Figure 1. Met1 routing.
Bar = 50 um. Supply wires on this layer in gray.
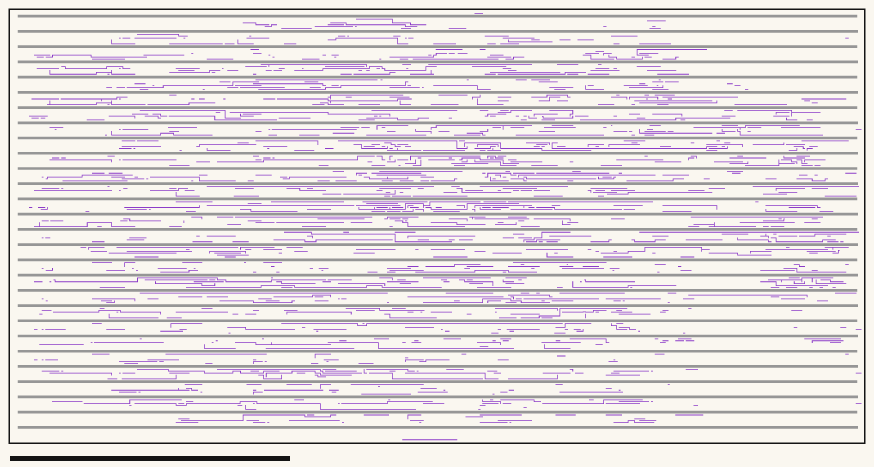
Figure 2. The metal 2 layer.
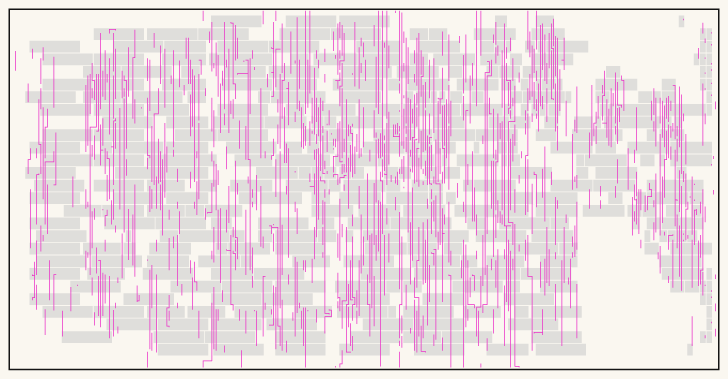
[config.mk]
export PLATFORM = sky130hd
export DESIGN_NAME = render_cmd_sequencer_flat
export DESIGN_NICKNAME = d
export VERILOG_FILES = /design/src/rtl/render_cmd_sequencer_pkg.sv /design/src/rtl/render_cmd_sequencer_if.sv /design/src/rtl/render_cmd_fifo.sv /design/src/rtl/render_cmd_sequencer.sv /design/src/flat_wrapper.sv
export SDC_FILE = /design/constraint.sdc
export NUM_CORES = 1
export LEC_CHECK = 0
export CAP_MARGIN = 10
export CORE_ASPECT_RATIO = 0.5
export CORE_UTILIZATION = 60
export DETAILED_ROUTE_END_ITERATION = 16
export DONT_BUFFER_PORTS = 1
export GPL_ROUTABILITY_DRIVEN = 0
export GPL_TIMING_DRIVEN = 1
export PLACE_DENSITY = 0.73
export SYNTH_ARGS = -nofsm -noshare
export SYNTH_HDL_FRONTEND = slang
export SYNTH_HIERARCHICAL = 1
export SYNTH_SLANG_ARGS = --single-unit
[constraint.sdc]
create_clock -name clk -period 7.5 [get_ports clk]
set_clock_uncertainty 0.2 [all_clocks]
set_input_delay 1.875 -clock clk [delete_from_list [all_inputs] [get_ports clk]]
set_output_delay 1.875 -clock clk [all_outputs]
set_load 0.02 [all_outputs]
[src/rtl/render_cmd_sequencer_pkg.sv]
// render_pkg: register map, screen limits, command type and sequencer states shared by render_cmd_sequencer
package render_pkg;
  localparam logic [3:0] RENDER_ADDR_X = 4'd1;
  localparam logic [3:0] RENDER_ADDR_Y = 4'd2;
  localparam logic [3:0] RENDER_ADDR_TEX = 4'd4;
  localparam logic [3:0] RENDER_ADDR_PLOT = 4'd6;
  localparam logic [8:0] SCREEN_W = 9'd320;
  localparam logic [7:0] SCREEN_H = 8'd240;
  typedef struct packed {
    logic bg;
    logic [6:0] tex;
    logic [8:0] x;
    logic [7:0] y;
  } render_cmd_t;
  typedef enum logic [2:0] {IDLE, POP, TEX, XW, YW, PLOT} state_t;
  function automatic logic [3:0] wr_addr(state_t s);
    return s == TEX ? RENDER_ADDR_TEX : s == XW ? RENDER_ADDR_X : s == YW ? RENDER_ADDR_Y :
           s == PLOT ? RENDER_ADDR_PLOT : 4'd0;
  endfunction
  function automatic logic [31:0] wr_data(state_t s, render_cmd_t c);
    return s == TEX ? {25'd0, c.tex} : s == XW ? {23'd0, c.x} : s == YW ? {24'd0, c.y} : 32'd0;
  endfunction
endpackage

[src/rtl/render_cmd_sequencer_if.sv]
// render_cmd_sequencer_if: draw-command stream plus the Avalon-MM write bus towards render
interface render_cmd_sequencer_if;
  logic cmd_valid;
  logic cmd_ready;
  logic cmd_bg;
  logic [6:0] cmd_tex;
  logic [8:0] cmd_x;
  logic [7:0] cmd_y;
  logic [3:0] m_address;
  logic m_write;
  logic [31:0] m_writedata;
  logic m_waitrequest;
  modport master (
    output cmd_valid, cmd_bg, cmd_tex, cmd_x, cmd_y, m_waitrequest,
    input cmd_ready, m_address, m_write, m_writedata
  );
  modport slave (
    input cmd_valid, cmd_bg, cmd_tex, cmd_x, cmd_y, m_waitrequest,
    output cmd_ready, m_address, m_write, m_writedata
  );
endinterface

[src/rtl/render_cmd_fifo.sv]
// render_cmd_fifo: small synchronous FIFO of draw commands with registered full flag
module render_cmd_fifo
  import render_pkg::*;
#(
  parameter int DEPTH = 4
) (
  input  logic clk,
  input  logic rst_n,
  input  logic push,
  input  logic pop,
  input  render_cmd_t din,
  output render_cmd_t dout,
  output logic full,
  output logic empty,
  output logic [$clog2(DEPTH):0] count
);
  localparam int AW = $clog2(DEPTH);
  localparam int CW = AW + 1;
  render_cmd_t mem [DEPTH];
  logic [AW-1:0] wp, rp;
  logic [CW-1:0] count_nxt;
  assign count_nxt = count + CW'(push) - CW'(pop);
  assign empty = count == '0;
  assign dout = mem[rp];
  // pointers, occupancy and full flag
  always_ff @(posedge clk or negedge rst_n)
    if (!rst_n) begin
      wp <= '0;
      rp <= '0;
      count <= '0;
      full <= 1'b0;
    end else begin
      wp <= wp + AW'(push);
      rp <= rp + AW'(pop);
      count <= count_nxt;
      full <= count_nxt == CW'(DEPTH);
    end
  // command storage; contents are meaningless while empty so no reset
  always_ff @(posedge clk)
    if (push) mem[wp] <= din;
endmodule

[src/rtl/render_cmd_sequencer.sv]
// render_cmd_sequencer: turns queued draw commands into render register writes; RENDER_SEQ_SKIP_REDUNDANT_EN skips writes the slave already holds
module render_cmd_sequencer
  import render_pkg::*;
#(
  parameter int FIFO_DEPTH = 4,
  parameter int CNT_W = 16
) (
  input  logic clk,
  input  logic rst_n,
  render_cmd_sequencer_if.slave bus,
  output logic busy,
  output logic [CNT_W-1:0] plot_count,
  output logic range_err
);
  localparam int CW = $clog2(FIFO_DEPTH) + 1;
  state_t state, nxt;
  render_cmd_t din, head, work, cur;
  logic full, empty, push, pop, acc, bad, nt, nx, ny;
  logic [CW-1:0] count;
  assign din = {bus.cmd_bg, bus.cmd_tex, bus.cmd_x, bus.cmd_y};
  assign push = bus.cmd_valid & ~full;
  assign pop = state == POP;
  assign bus.cmd_ready = ~full;
  assign cur = pop ? head : work;
  assign bad = ~head.bg & ((head.x >= SCREEN_W) | (head.y >= SCREEN_H));
  assign acc = bus.m_write & ~bus.m_waitrequest;
  render_cmd_fifo #(.DEPTH(FIFO_DEPTH)) u_fifo (
    .clk(clk), .rst_n(rst_n), .push(push), .pop(pop), .din(din), .dout(head),
    .full(full), .empty(empty), .count(count)
  );
`ifdef RENDER_SEQ_SKIP_REDUNDANT_EN
  logic tv, xv, yv;
  logic [6:0] ct;
  logic [8:0] cx;
  logic [7:0] cy;
  assign nt = ~(tv & (ct == cur.tex));
  assign nx = ~(xv & (cx == cur.x));
  assign ny = ~(yv & (cy == cur.y));
  // remember the last value the slave accepted at each data register
  always_ff @(posedge clk or negedge rst_n)
    if (!rst_n) begin
      {tv, xv, yv} <= '0;
      ct <= '0;
      cx <= '0;
      cy <= '0;
    end else if (acc) begin
      if (state == TEX) begin tv <= 1'b1; ct <= work.tex; end
      if (state == XW) begin xv <= 1'b1; cx <= work.x; end
      if (state == YW) begin yv <= 1'b1; cy <= work.y; end
    end
`else
  assign nt = 1'b1;
  assign nx = 1'b1;
  assign ny = 1'b1;
`endif
  // next state; a write is held until accepted, redundant ones are jumped over
  always_comb begin
    nxt = state;
    case (state)
      IDLE: nxt = empty ? IDLE : POP;
      POP: nxt = bad ? IDLE : nt ? TEX : cur.bg ? PLOT : nx ? XW : ny ? YW : PLOT;
      TEX: nxt = !acc ? TEX : cur.bg ? PLOT : nx ? XW : ny ? YW : PLOT;
      XW: nxt = !acc ? XW : ny ? YW : PLOT;
      YW: nxt = acc ? PLOT : YW;
      PLOT: nxt = acc ? IDLE : PLOT;
      default: nxt = IDLE;
    endcase
  end
  // state, registered bus outputs and status flags
  always_ff @(posedge clk or negedge rst_n)
    if (!rst_n) begin
      state <= IDLE;
      work <= '0;
      bus.m_write <= 1'b0;
      bus.m_address <= '0;
      bus.m_writedata <= '0;
      busy <= 1'b0;
      plot_count <= '0;
      range_err <= 1'b0;
    end else begin
      state <= nxt;
      if (pop) work <= head;
      bus.m_write <= nxt inside {TEX, XW, YW, PLOT};
      bus.m_address <= wr_addr(nxt);
      bus.m_writedata <= wr_data(nxt, cur);
      busy <= (nxt != IDLE) | push | (count > CW'(pop));
      if (state == PLOT && acc) plot_count <= plot_count + CNT_W'(1);
      if (pop && bad) range_err <= 1'b1;
    end
endmodule

[src/flat_wrapper.sv]
// flat-port wrapper written by rule: the top's interface ports become plain ports
module render_cmd_sequencer_flat import render_pkg::*;
#(
  parameter int FIFO_DEPTH = 4,
  parameter int CNT_W = 16
)
  (clk, rst_n, busy, plot_count, range_err, bus_cmd_valid, bus_cmd_bg, bus_cmd_tex, bus_cmd_x, bus_cmd_y, bus_m_waitrequest, bus_cmd_ready, bus_m_address, bus_m_write, bus_m_writedata);
  render_cmd_sequencer_if bus_i ();
  input  logic clk;
  input  logic rst_n;
  output logic busy;
  output logic [CNT_W-1:0] plot_count;
  output logic range_err;
  input wire logic [$bits(bus_i.cmd_valid)-1:0] bus_cmd_valid;
  input wire logic [$bits(bus_i.cmd_bg)-1:0] bus_cmd_bg;
  input wire logic [$bits(bus_i.cmd_tex)-1:0] bus_cmd_tex;
  input wire logic [$bits(bus_i.cmd_x)-1:0] bus_cmd_x;
  input wire logic [$bits(bus_i.cmd_y)-1:0] bus_cmd_y;
  input wire logic [$bits(bus_i.m_waitrequest)-1:0] bus_m_waitrequest;
  output wire logic [$bits(bus_i.cmd_ready)-1:0] bus_cmd_ready;
  output wire logic [$bits(bus_i.m_address)-1:0] bus_m_address;
  output wire logic [$bits(bus_i.m_write)-1:0] bus_m_write;
  output wire logic [$bits(bus_i.m_writedata)-1:0] bus_m_writedata;
  assign bus_i.cmd_valid = bus_cmd_valid;
  assign bus_i.cmd_bg = bus_cmd_bg;
  assign bus_i.cmd_tex = bus_cmd_tex;
  assign bus_i.cmd_x = bus_cmd_x;
  assign bus_i.cmd_y = bus_cmd_y;
  assign bus_i.m_waitrequest = bus_m_waitrequest;
  assign bus_cmd_ready = bus_i.cmd_ready;
  assign bus_m_address = bus_i.m_address;
  assign bus_m_write = bus_i.m_write;
  assign bus_m_writedata = bus_i.m_writedata;
  render_cmd_sequencer #(.FIFO_DEPTH(FIFO_DEPTH), .CNT_W(CNT_W)) u_core (.clk(clk), .rst_n(rst_n), .bus(bus_i), .busy(busy), .plot_count(plot_count), .range_err(range_err));
endmodule
==> impl_metrics.ini <==
; implementation run metrics
[finish]
seq_cell_count = 167
final_common_cell = edfxtp_1
largest_reg_flops = 100
nets = 430
seq_share_pct = 63.4
buf_share_pct = 0.712
regArea_um2 = 4680
comb_cells = 191
nClkBuffers = 19

[drt]
drt-total-wl_um = 12100
drc = 8
met2WireLength_um = 5670

[run_status]
outcome = finished with violations
violations = DRC

[placed_design]
dp_slack_ns = 3.83
place_inst = 520
place_area_um2 = 6820

[power_and_ir_drop]
peakVddDrop_uv = 229
pg_seq_uw = 1410
power_uw = 3160

[worst_hold_path]
hold_start = u_core/work[12]$_DFF_PN0_
hold_end = u_core/work[12]$_DFF_PN0_

[logic_synthesis]
yosysUniqueCellTypes = 48
largest_area_cell = edfxtp_1
ys.flop_type = edfxtp_1
adder_share_pct = 1.40
mux_share_pct = 13.2
ys_seq_share_pct = 68.8
simple_gate_share_pct = 4.66
aoi_share_pct = 4.21

[global_route]
grt_pass1_vias = 3525

[die]
fp_util_pct = 61.7
num_rows = 27

[clock_tree]
postCtsSetupRepairBufs = 0
post_cts_resized = 0
clk_latency_ns = 0.42
cts_max_level = 4

[critical_path]
cp_slowest_cell = dfrtp_1
r2r_end = u_core/bus.m_writedata[5]$_DFF_PN0_
rr_worst_depth = 6
path_buffers = 1
cp_top_family = flip-flops

[final_timing]
slew-limit-headroom_pct = 47.0
setup_viol = 0
grt_setup_unrepaired = no
-- Figure 1 (at the start) --
share of all routed wire = 42%
nets with wire on the layer = 398

-- Figure 2 (at the start) --
wire length on this layer = 5670 um
main direction = vertical
longest straight run = 43.5 um
share of all routed wire = 47%
nets with wire on the layer = 401

